<file path="config.mk">
export PLATFORM = sky130hd
export DESIGN_NAME = bitstream_packer_flat
export DESIGN_NICKNAME = d
export VERILOG_FILES = /design/src/rtl/bitstream_packer_if.sv /design/src/rtl/bitstream_packer.sv /design/src/flat_wrapper.sv
export SDC_FILE = /design/constraint.sdc
export NUM_CORES = 1
export LEC_CHECK = 0
export ABC_AREA = 1
export CAP_MARGIN = 30
export CORE_MARGIN = 10
export CORE_UTILIZATION = 45
export DETAILED_ROUTE_END_ITERATION = 7
export SLEW_MARGIN = 20
export SYNTH_ARGS = -nofsm -noshare
export SYNTH_HDL_FRONTEND = slang
export SYNTH_SLANG_ARGS = --single-unit
</file>
<file path="constraint.sdc">
create_clock -name top_clk -period 6.1 [get_ports top_clk]
set_input_delay 0.61 -clock top_clk [delete_from_list [all_inputs] [get_ports top_clk]]
set_output_delay 0.61 -clock top_clk [all_outputs]
set_load 0.03 [all_outputs]
</file>
<file path="src/rtl/bitstream_packer_if.sv">
// Handshake bundle between the entropy-encoder carry stage and the
// bitstream packer: a byte-lane input side and a word-wide output side.
interface bitstream_packer_if #(
    parameter int BYTE_WIDTH = 8,
    parameter int IN_LANES   = 3,
    parameter int OUT_BYTES  = 4
);
    logic                            in_valid;
    logic [2:0]                      in_count;
    logic [IN_LANES*BYTE_WIDTH-1:0]  in_bytes;
    logic                            in_last;
    logic                            in_ready;
    logic                            out_valid;
    logic                            out_ready;
    logic [OUT_BYTES*BYTE_WIDTH-1:0] out_data;
    logic [OUT_BYTES-1:0]            out_keep;
    logic                            out_last;

    // Producer of bytes / consumer of words
    modport master (
        output in_valid, in_count, in_bytes, in_last, out_ready,
        input  in_ready, out_valid, out_data, out_keep, out_last
    );

    // The packer itself
    modport slave (
        input  in_valid, in_count, in_bytes, in_last, out_ready,
        output in_ready, out_valid, out_data, out_keep, out_last
    );
endinterface

</file>
<file path="src/rtl/bitstream_packer.sv">
// Byte-stream packer: buffers 0..IN_LANES bytes per cycle in a circular
// byte FIFO and emits OUT_BYTES-wide words; a frame-final flush emits the
// partial tail word. Overflow (input while not ready) is a sticky error.
// Optional per-frame popped-byte counter: define PACKER_BYTE_COUNT_EN.
module bitstream_packer #(
    parameter int BYTE_WIDTH = 8,
    parameter int IN_LANES   = 3,
    parameter int OUT_BYTES  = 4,
    parameter int FIFO_DEPTH = 16,
    parameter int LVL_WIDTH  = 5
) (
    input  logic                 top_clk,
    input  logic                 top_reset_n,
    bitstream_packer_if.slave    bus,
    output logic                 out_error,
`ifdef PACKER_BYTE_COUNT_EN
    output logic [LVL_WIDTH-1:0] fifo_level,
    output logic [31:0]          out_byte_count
`else
    output logic [LVL_WIDTH-1:0] fifo_level
`endif
);

    localparam int PTR_W = $clog2(FIFO_DEPTH);
    localparam logic [LVL_WIDTH-1:0] LANES_L  = LVL_WIDTH'(IN_LANES);
    localparam logic [LVL_WIDTH-1:0] OUT_L    = LVL_WIDTH'(OUT_BYTES);
    localparam logic [LVL_WIDTH-1:0] ROOM_MAX = LVL_WIDTH'(FIFO_DEPTH - IN_LANES);

    typedef enum logic {
        RUN   = 1'b0,
        FLUSH = 1'b1
    } state_t;

    state_t                  state;
    state_t                  state_next;
    logic [BYTE_WIDTH-1:0]   mem [FIFO_DEPTH];
    logic [PTR_W-1:0]        wr_ptr;
    logic [PTR_W-1:0]        rd_ptr;
    logic [LVL_WIDTH-1:0]    level;
    logic [LVL_WIDTH-1:0]    level_next;
    logic [LVL_WIDTH-1:0]    req_cnt;
    logic [LVL_WIDTH-1:0]    wr_cnt;
    logic [LVL_WIDTH-1:0]    avail;
    logic [LVL_WIDTH-1:0]    pop_amt;
    logic                    wr_en;
    logic                    overflow;
    logic                    pop;

    assign fifo_level = level;

    // Input acceptance, write amount and the bytes available for one word
    always_comb begin
        bus.in_ready = (state == RUN) && (level <= ROOM_MAX);
        wr_en        = bus.in_valid && bus.in_ready;
        overflow     = bus.in_valid && !bus.in_ready;
        req_cnt      = LVL_WIDTH'(bus.in_count);
        wr_cnt       = '0;
        if (wr_en) begin
            wr_cnt = (req_cnt > LANES_L) ? LANES_L : req_cnt;
        end
        avail = (level < OUT_L) ? level : OUT_L;
    end

    // Output word view at rd_ptr; storage beyond the keep mask is shown raw
    always_comb begin
        bus.out_data = '0;
        for (int unsigned i = 0; i < OUT_BYTES; i++) begin
            bus.out_data[i*BYTE_WIDTH +: BYTE_WIDTH] = mem[rd_ptr + PTR_W'(i)];
        end
    end

    // FSM next state and handshake outputs
    always_comb begin
        state_next    = state;
        bus.out_valid = 1'b0;
        bus.out_keep  = '0;
        bus.out_last  = 1'b0;
        pop           = 1'b0;
        pop_amt       = '0;
        case (state)
            RUN: begin
                bus.out_valid = (level >= OUT_L);
                // Keep reads zero while idle so the reset view is all-zero
                bus.out_keep  = bus.out_valid ? '1 : '0;
                if (wr_en && bus.in_last) begin
                    state_next = FLUSH;
                end
            end
            FLUSH: begin
                bus.out_valid = 1'b1;
                for (int unsigned i = 0; i < OUT_BYTES; i++) begin
                    bus.out_keep[i] = (LVL_WIDTH'(i) < avail);
                end
                bus.out_last = (level <= OUT_L);
            end
            default: state_next = RUN;
        endcase
        pop = bus.out_valid && bus.out_ready;
        if (pop) begin
            pop_amt = avail;
        end
        if (state == FLUSH && pop && bus.out_last) begin
            state_next = RUN;
        end
        level_next = level + wr_cnt - pop_amt;
    end

    // State, pointers, level and the sticky overflow flag
    always_ff @(posedge top_clk or negedge top_reset_n) begin
        if (!top_reset_n) begin
            state     <= RUN;
            wr_ptr    <= '0;
            rd_ptr    <= '0;
            level     <= '0;
            out_error <= 1'b0;
        end else begin
            state  <= state_next;
            level  <= level_next;
            wr_ptr <= wr_ptr + PTR_W'(wr_cnt);
            rd_ptr <= rd_ptr + PTR_W'(pop_amt);
            if (overflow) begin
                out_error <= 1'b1;
            end
        end
    end

    // Byte storage: lanes 0..wr_cnt-1 land at consecutive wrapped addresses
    always_ff @(posedge top_clk or negedge top_reset_n) begin
        if (!top_reset_n) begin
            for (int unsigned i = 0; i < FIFO_DEPTH; i++) begin
                mem[i] <= '0;
            end
        end else begin
            for (int unsigned i = 0; i < IN_LANES; i++) begin
                if (LVL_WIDTH'(i) < wr_cnt) begin
                    mem[wr_ptr + PTR_W'(i)] <= bus.in_bytes[i*BYTE_WIDTH +: BYTE_WIDTH];
                end
            end
        end
    end

`ifdef PACKER_BYTE_COUNT_EN
    logic [31:0] byte_acc;
    logic [32:0] byte_sum;

    // Count includes the beat being popped now, so the final beat shows the frame total
    always_comb begin
        byte_sum       = {1'b0, byte_acc} + 33'(pop_amt);
        out_byte_count = byte_sum[32] ? '1 : byte_sum[31:0];
    end

    // Per-frame accumulator, cleared by the out_last handshake
    always_ff @(posedge top_clk or negedge top_reset_n) begin
        if (!top_reset_n) begin
            byte_acc <= '0;
        end else if (pop && bus.out_last) begin
            byte_acc <= '0;
        end else begin
            byte_acc <= out_byte_count;
        end
    end
`endif

endmodule
</file>
<file path="src/flat_wrapper.sv">
// flat-port wrapper written by rule: the top's interface ports become plain ports
module bitstream_packer_flat 
#(
    parameter int BYTE_WIDTH = 8,
    parameter int IN_LANES   = 3,
    parameter int OUT_BYTES  = 4,
    parameter int FIFO_DEPTH = 16,
    parameter int LVL_WIDTH  = 5
)
  (top_clk, top_reset_n, out_error, fifo_level, bus_in_valid, bus_in_count, bus_in_bytes, bus_in_last, bus_out_ready, bus_in_ready, bus_out_valid, bus_out_data, bus_out_keep, bus_out_last);
  bitstream_packer_if #(.BYTE_WIDTH(BYTE_WIDTH), .IN_LANES(IN_LANES), .OUT_BYTES(OUT_BYTES)) bus_i ();
  input  logic top_clk;
  input  logic top_reset_n;
  output logic out_error;
  output logic [LVL_WIDTH-1:0] fifo_level;
  input wire logic [$bits(bus_i.in_valid)-1:0] bus_in_valid;
  input wire logic [$bits(bus_i.in_count)-1:0] bus_in_count;
  input wire logic [$bits(bus_i.in_bytes)-1:0] bus_in_bytes;
  input wire logic [$bits(bus_i.in_last)-1:0] bus_in_last;
  input wire logic [$bits(bus_i.out_ready)-1:0] bus_out_ready;
  output wire logic [$bits(bus_i.in_ready)-1:0] bus_in_ready;
  output wire logic [$bits(bus_i.out_valid)-1:0] bus_out_valid;
  output wire logic [$bits(bus_i.out_data)-1:0] bus_out_data;
  output wire logic [$bits(bus_i.out_keep)-1:0] bus_out_keep;
  output wire logic [$bits(bus_i.out_last)-1:0] bus_out_last;
  assign bus_i.in_valid = bus_in_valid;
  assign bus_i.in_count = bus_in_count;
  assign bus_i.in_bytes = bus_in_bytes;
  assign bus_i.in_last = bus_in_last;
  assign bus_i.out_ready = bus_out_ready;
  assign bus_in_ready = bus_i.in_ready;
  assign bus_out_valid = bus_i.out_valid;
  assign bus_out_data = bus_i.out_data;
  assign bus_out_keep = bus_i.out_keep;
  assign bus_out_last = bus_i.out_last;
  bitstream_packer #(.BYTE_WIDTH(BYTE_WIDTH), .IN_LANES(IN_LANES), .OUT_BYTES(OUT_BYTES), .FIFO_DEPTH(FIFO_DEPTH), .LVL_WIDTH(LVL_WIDTH)) u_core (.top_clk(top_clk), .top_reset_n(top_reset_n), .bus(bus_i), .out_error(out_error), .fifo_level(fifo_level));
endmodule
</file>
run_1/floorplan.png
The bar under the picture is 50 um long. Pins as bars on the die edge. Tap cells in grey.
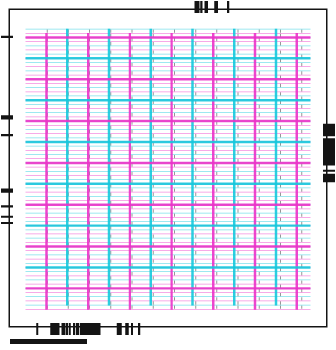
cyan -> VDD
magenta -> VSS
signal pins = 77
met4 straps = 13
tap cells = 448
rows = 67
met5 straps = 13

run_1/class_map.png
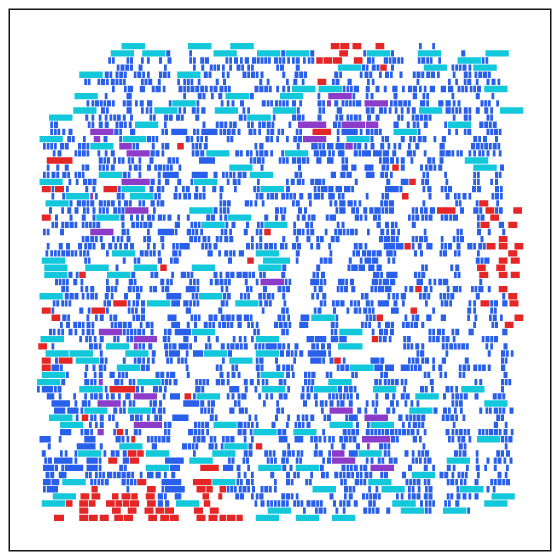
cyan -> registers  # cells 143, share of their area 22%
blue -> remaining logic cells  # cells 2445, share of their area 67%
red -> remaining buffers and delay cells  # cells 121, share of their area 7.3%
purple -> clock drivers and dummy loads  # cells 32, share of their area 3.8%

==> Implementation_results.wiki, run 1 <==
=== Physical design figures ===
{| class="wikitable"
! Metric !! Value
|-
| Post-synthesis share of cell area spent on and, or, nand and nor gates || 0.488
|-
| Chip Area, Yosys || 0.0155 mm2
|-
| Switching power summed over all nets || 6950 uW
|-
| Adder and majority cell fraction of the synthesized area || 0.0210
|-
| Routed WL per cell || 22.3 um
|-
| Combinational group power || 8660 uW
|-
| Reg-to-reg endpoint || u_core.mem[64]
|-
| Crit path DAT || 3.82 ns
|-
| Top layer used by detailed routing || met4
|-
| Gates resized, CTS repair || 0
|-
| Power in sequential cells || 1870 uW
|-
| Destination of the critical timing path || bus_out_data[20]
|-
| Overall fraction of global-route tracks in use || 0.331
|-
| Clock insertion delay at the later pin of the skew report || 0.47 ns
|-
| Syn nets || 2838
|-
| Width of the die || 206 um
|-
| Setup repair after global routing missed its margin || no
|-
| Effective utilization at floorplan || 0.458
|-
| Measured slew at the worst slew-check pin || 1.08 ns
|-
| Area of the multi-input gates || 0.0100 mm2
|-
| Tool warnings || 33
|-
| Share of layout cells above drive strength 1 || 0.0514
|-
| Count of buffers added by post-CTS timing repair for setup || 0
|-
| Number of buffers created by CTS || 17
|-
| Hold-fix buffers at CTS || 0
|-
| Syn Area/Cell || 5.57 um2
|-
| Area delta synth->final || 10.5%
|-
| LEAKAGE || 0.00885 uW
|-
| Post-route clock skew || 0.0158 ns
|-
| Worst hold slack || 0.190 ns
|-
| Vias in the first global route || 17.1k
|-
| Router iterations before antenna repair || 6
|-
| Largest type area fraction || 0.285
|-
| Share of power burned in registers || 0.160
|-
| Top-count cell post-synth || nand2_1
|-
| Final hold violation count || 0
|-
| Post-layout nets || 2783
|-
| Maximum number of buffers from clock root to sink || 2
|-
| Run status || complete, no violations
|-
| Number of filler cells placed in the layout || 3587
|-
| Post-place setup slack || 2.22 ns
|-
| Sw Ratio || 0.593
|-
| Count of boundary I/O pins || 77
|-
| Number of instances in the synthesized netlist || 2783
|-
| Pins Over Slew Limit || 0
|-
| CTS sink count || 143
|-
| Count of unresolved DRC violations after routing || 0
|-
| Largest stage delay on the critical path || 0.89 ns
|-
| Worst-path cell with the longest stage delay || dfrtp_1
|-
| 1st-iter DRT viols || 3061
|-
| RePlAce Congestion || 1.06
|-
| Final non-filler cell total || 3189
|-
| Nonclk inv count || 293
|-
| Flop and latch count out of synthesis || 143
|-
| Top cells by count, synth || nand2_1, nand3_1, inv_1, o21ai_0, dfrtp_1
|-
| Multi-In Gates || 2152
|-
| Worst hold-check path type || primary input to asynchronous set/reset pin
|-
| Count of endpoints failing setup in the final report || 0
|-
| Worst Path Max Fanout || 22
|-
| Hpwl dp || 47500 um
|-
| Port bufs || 76
|-
| Slew margin rel. || 0.273
|-
| Met1 Track Usage GR || 0.455
|-
| Number of standard cells reported by yosys || 2783
|-
| Kind of cell adding the most delay to the critical path || buffers and inverters
|-
| Busiest metal layer after global routing || met2
|-
| Logic depth of the worst setup path including buffers || 7
|-
| Die footprint || 0.0422 mm2
|-
| Sequential cell area in the final layout || 0.00358 mm2
|-
| Final total power || 11700 uW
|-
| Combined area of all synthesized cells || 0.0155 mm2
|-
| Async set or reset register ratio after synthesis || 1.00
|-
| Most numerous logic cells after layout || nand2_1, nand3_1, inv_1
|-
| Final sequential cell count || 143
|}
run_1/clock_wires.png
The bar under the picture is 50 um long.
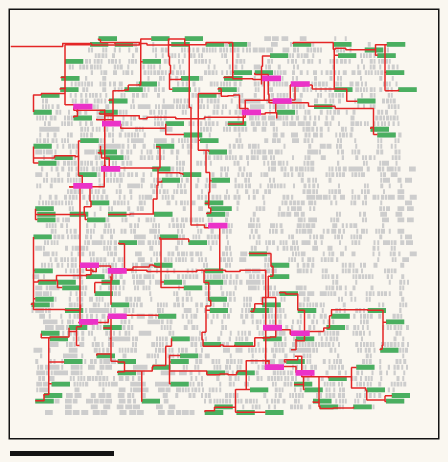
green -> flip-flops  # count 143
magenta -> clock-net drivers  # count 17
red -> clock wires  # length 2660 um
flops lie = spread over the die
routed clock nets = 18

run_1/clock_nets.png
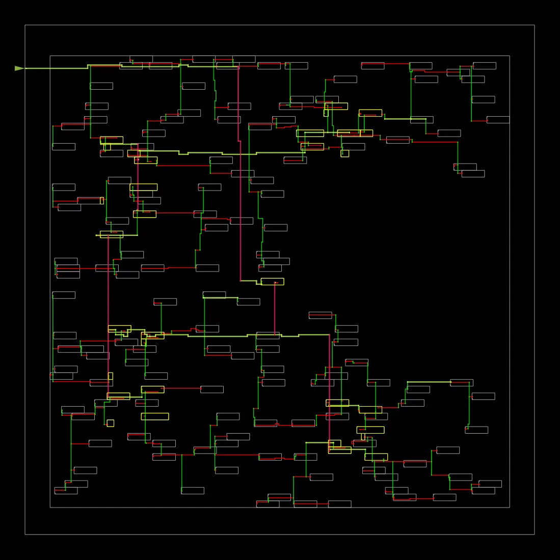

==> run 2: changes to the inputs <==
==> constraint.sdc (replaced) <==
create_clock -name top_clk -period 4.2 [get_ports top_clk]
set_input_delay 0.42 -clock top_clk [delete_from_list [all_inputs] [get_ports top_clk]]
set_output_delay 0.42 -clock top_clk [all_outputs]
set_load 0.03 [all_outputs]
run_2/clock_nets.png
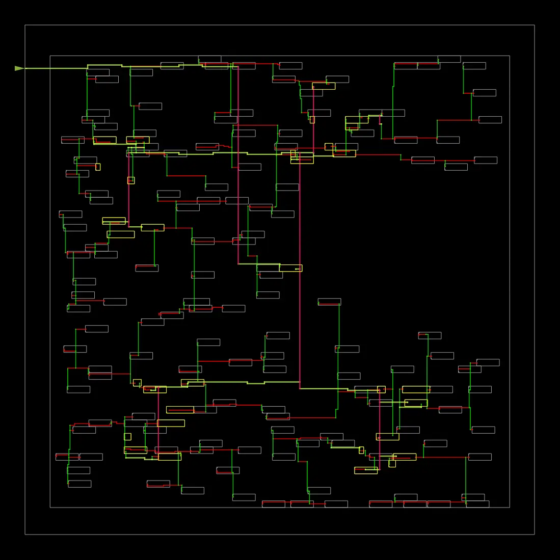
final sequential cell count: 143
number of buffers created by CTS: 17
clock insertion delay at the later pin of the skew report: 0.47 ns
total of clock buffers placed in the layout: 18
post-route clock skew: 0.0115 ns

==> Implementation_results.wiki, run 2 <==
=== Physical design figures ===
{| class="wikitable"
! Metric !! Value
|-
| Share of layout cells above drive strength 1 || 0.0680
|-
| Critical path's most frequent cell || o21ai_0
|-
| Sw Ratio || 0.592
|-
| Post-place instance area || 0.0167 mm2
|-
| Tool warnings || 29
|-
| Area of the multi-input gates || 0.0100 mm2
|-
| And-or/or-and share of the synthesized area || 0.120
|-
| Sequential cell area in the final layout || 0.00358 mm2
|-
| LEAKAGE || 0.00902 uW
|-
| Syn nets || 2838
|-
| Kind of cell adding the most delay to the critical path || buffers and inverters
|-
| Flop and latch count out of synthesis || 143
|-
| Count of unresolved DRC violations after routing || 0
|-
| Busiest metal layer after global routing || met2
|-
| Count of buffers added by post-CTS timing repair for setup || 0
|-
| Setup repair after global routing missed its margin || no
|-
| Maximum number of buffers from clock root to sink || 2
|-
| Most numerous logic cells after layout || nand2_1, nand3_1, inv_1
|-
| Dominant Register Cell || dfrtp_1
|-
| Final hold violation count || 0
|-
| Hpwl dp || 49800 um
|-
| Yosys warning total || 0
|-
| Largest stage delay on the critical path || 0.81 ns
|-
| Async set or reset register ratio after synthesis || 1.00
|-
| Worst hold-check path type || primary input to asynchronous set/reset pin
|-
| Chip Area, Yosys || 0.0155 mm2
|-
| Width of the die || 206 um
|-
| Effective utilization at floorplan || 0.458
|-
| Combinational group power || 12600 uW
|-
| Switching power summed over all nets || 10100 uW
|-
| 1st-iter DRT viols || 2555
|-
| Number of instances in the synthesized netlist || 2783
|-
| Peak ir drop on the vdd network || 1250 uV
|-
| Syn Area/Cell || 5.57 um2
|-
| Top cells by count, synth || nand2_1, nand3_1, inv_1, o21ai_0, dfrtp_1
|-
| Logic depth of the worst setup path including buffers || 7
|-
| Crit path launch type || register
|-
| Run status || complete, no violations
|-
| Combined area of all synthesized cells || 0.0155 mm2
|-
| Count of boundary I/O pins || 77
|-
| Worst Path Max Fanout || 59
|-
| Number of standard cells reported by yosys || 2783
|-
| Top layer used by detailed routing || met5
|-
| WP buf/inv || 2
|-
| Slew margin rel. || 0.279
|-
| Gates resized, CTS repair || 0
|-
| Top-count cell post-synth || nand2_1
|-
| Crit path setup slack, layout || 0.206 ns
|-
| CTS sink count || 143
|-
| Power in sequential cells || 2730 uW
|-
| Multi-In Gates || 2152
|-
| Post-layout nets || 2807
|-
| Number of filler cells placed in the layout || 3593
|-
| Total met3 wirelength after detailed routing || 9810 um
|-
| Count of endpoints failing setup in the final report || 0
|-
| RePlAce Congestion || 1.05
|-
| Largest type area fraction || 0.285
|-
| Final total power || 17100 uW
|-
| Worst hold slack || 0.00431 ns
|-
| Adder and majority cell fraction of the synthesized area || 0.0210
|-
| Pins Over Slew Limit || 0
|-
| Router iterations before antenna repair || 7
|-
| Cell kind with the greatest summed area || logic gates
|-
| Proportion of cell area occupied by multi-input gates || 0.577
|-
| Post-place setup slack || 0.744 ns
|-
| Destination of the critical timing path || bus_out_data[22]
|-
| Vias in the first global route || 16.7k
|-
| Area delta synth->final || 12.1%
|-
| Post-synthesis share of cell area spent on and, or, nand and nor gates || 0.488
|-
| Nonclk inv count || 293
|-
| Worst-path cell with the longest stage delay || dfrtp_4
|-
| Final non-filler cell total || 3213
|-
| Buffer share of cell area || 0.0847
|-
| Number of cells on the worst reg-to-reg path || 12
|-
| Met1 Track Usage GR || 0.463
|-
| Crit path DAT || 3.57 ns
|-
| Die Span Y || 206 um
|-
| Measured slew at the worst slew-check pin || 1.07 ns
|-
| Reg-to-reg endpoint || u_core.mem[102]
|-
| Hold-fix buffers at CTS || 0
|-
| Port bufs || 76
|-
| Die footprint || 0.0422 mm2
|-
| Share of power burned in registers || 0.159
|}
run_2/layers.png
The bar under the picture is 50 um long. Only two layers are drawn.
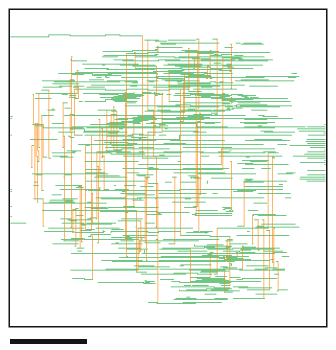
green -> M3  # wire length 9810 um
orange -> M4  # wire length 3260 um
Vias: 18.8k
overall fraction of global-route tracks in use: 0.333
Routed WL per cell: 22.1 um
post-detailed-routing wire length: 71000 um

Power figures rest on the tool's default switching activity, not on a simulated workload.
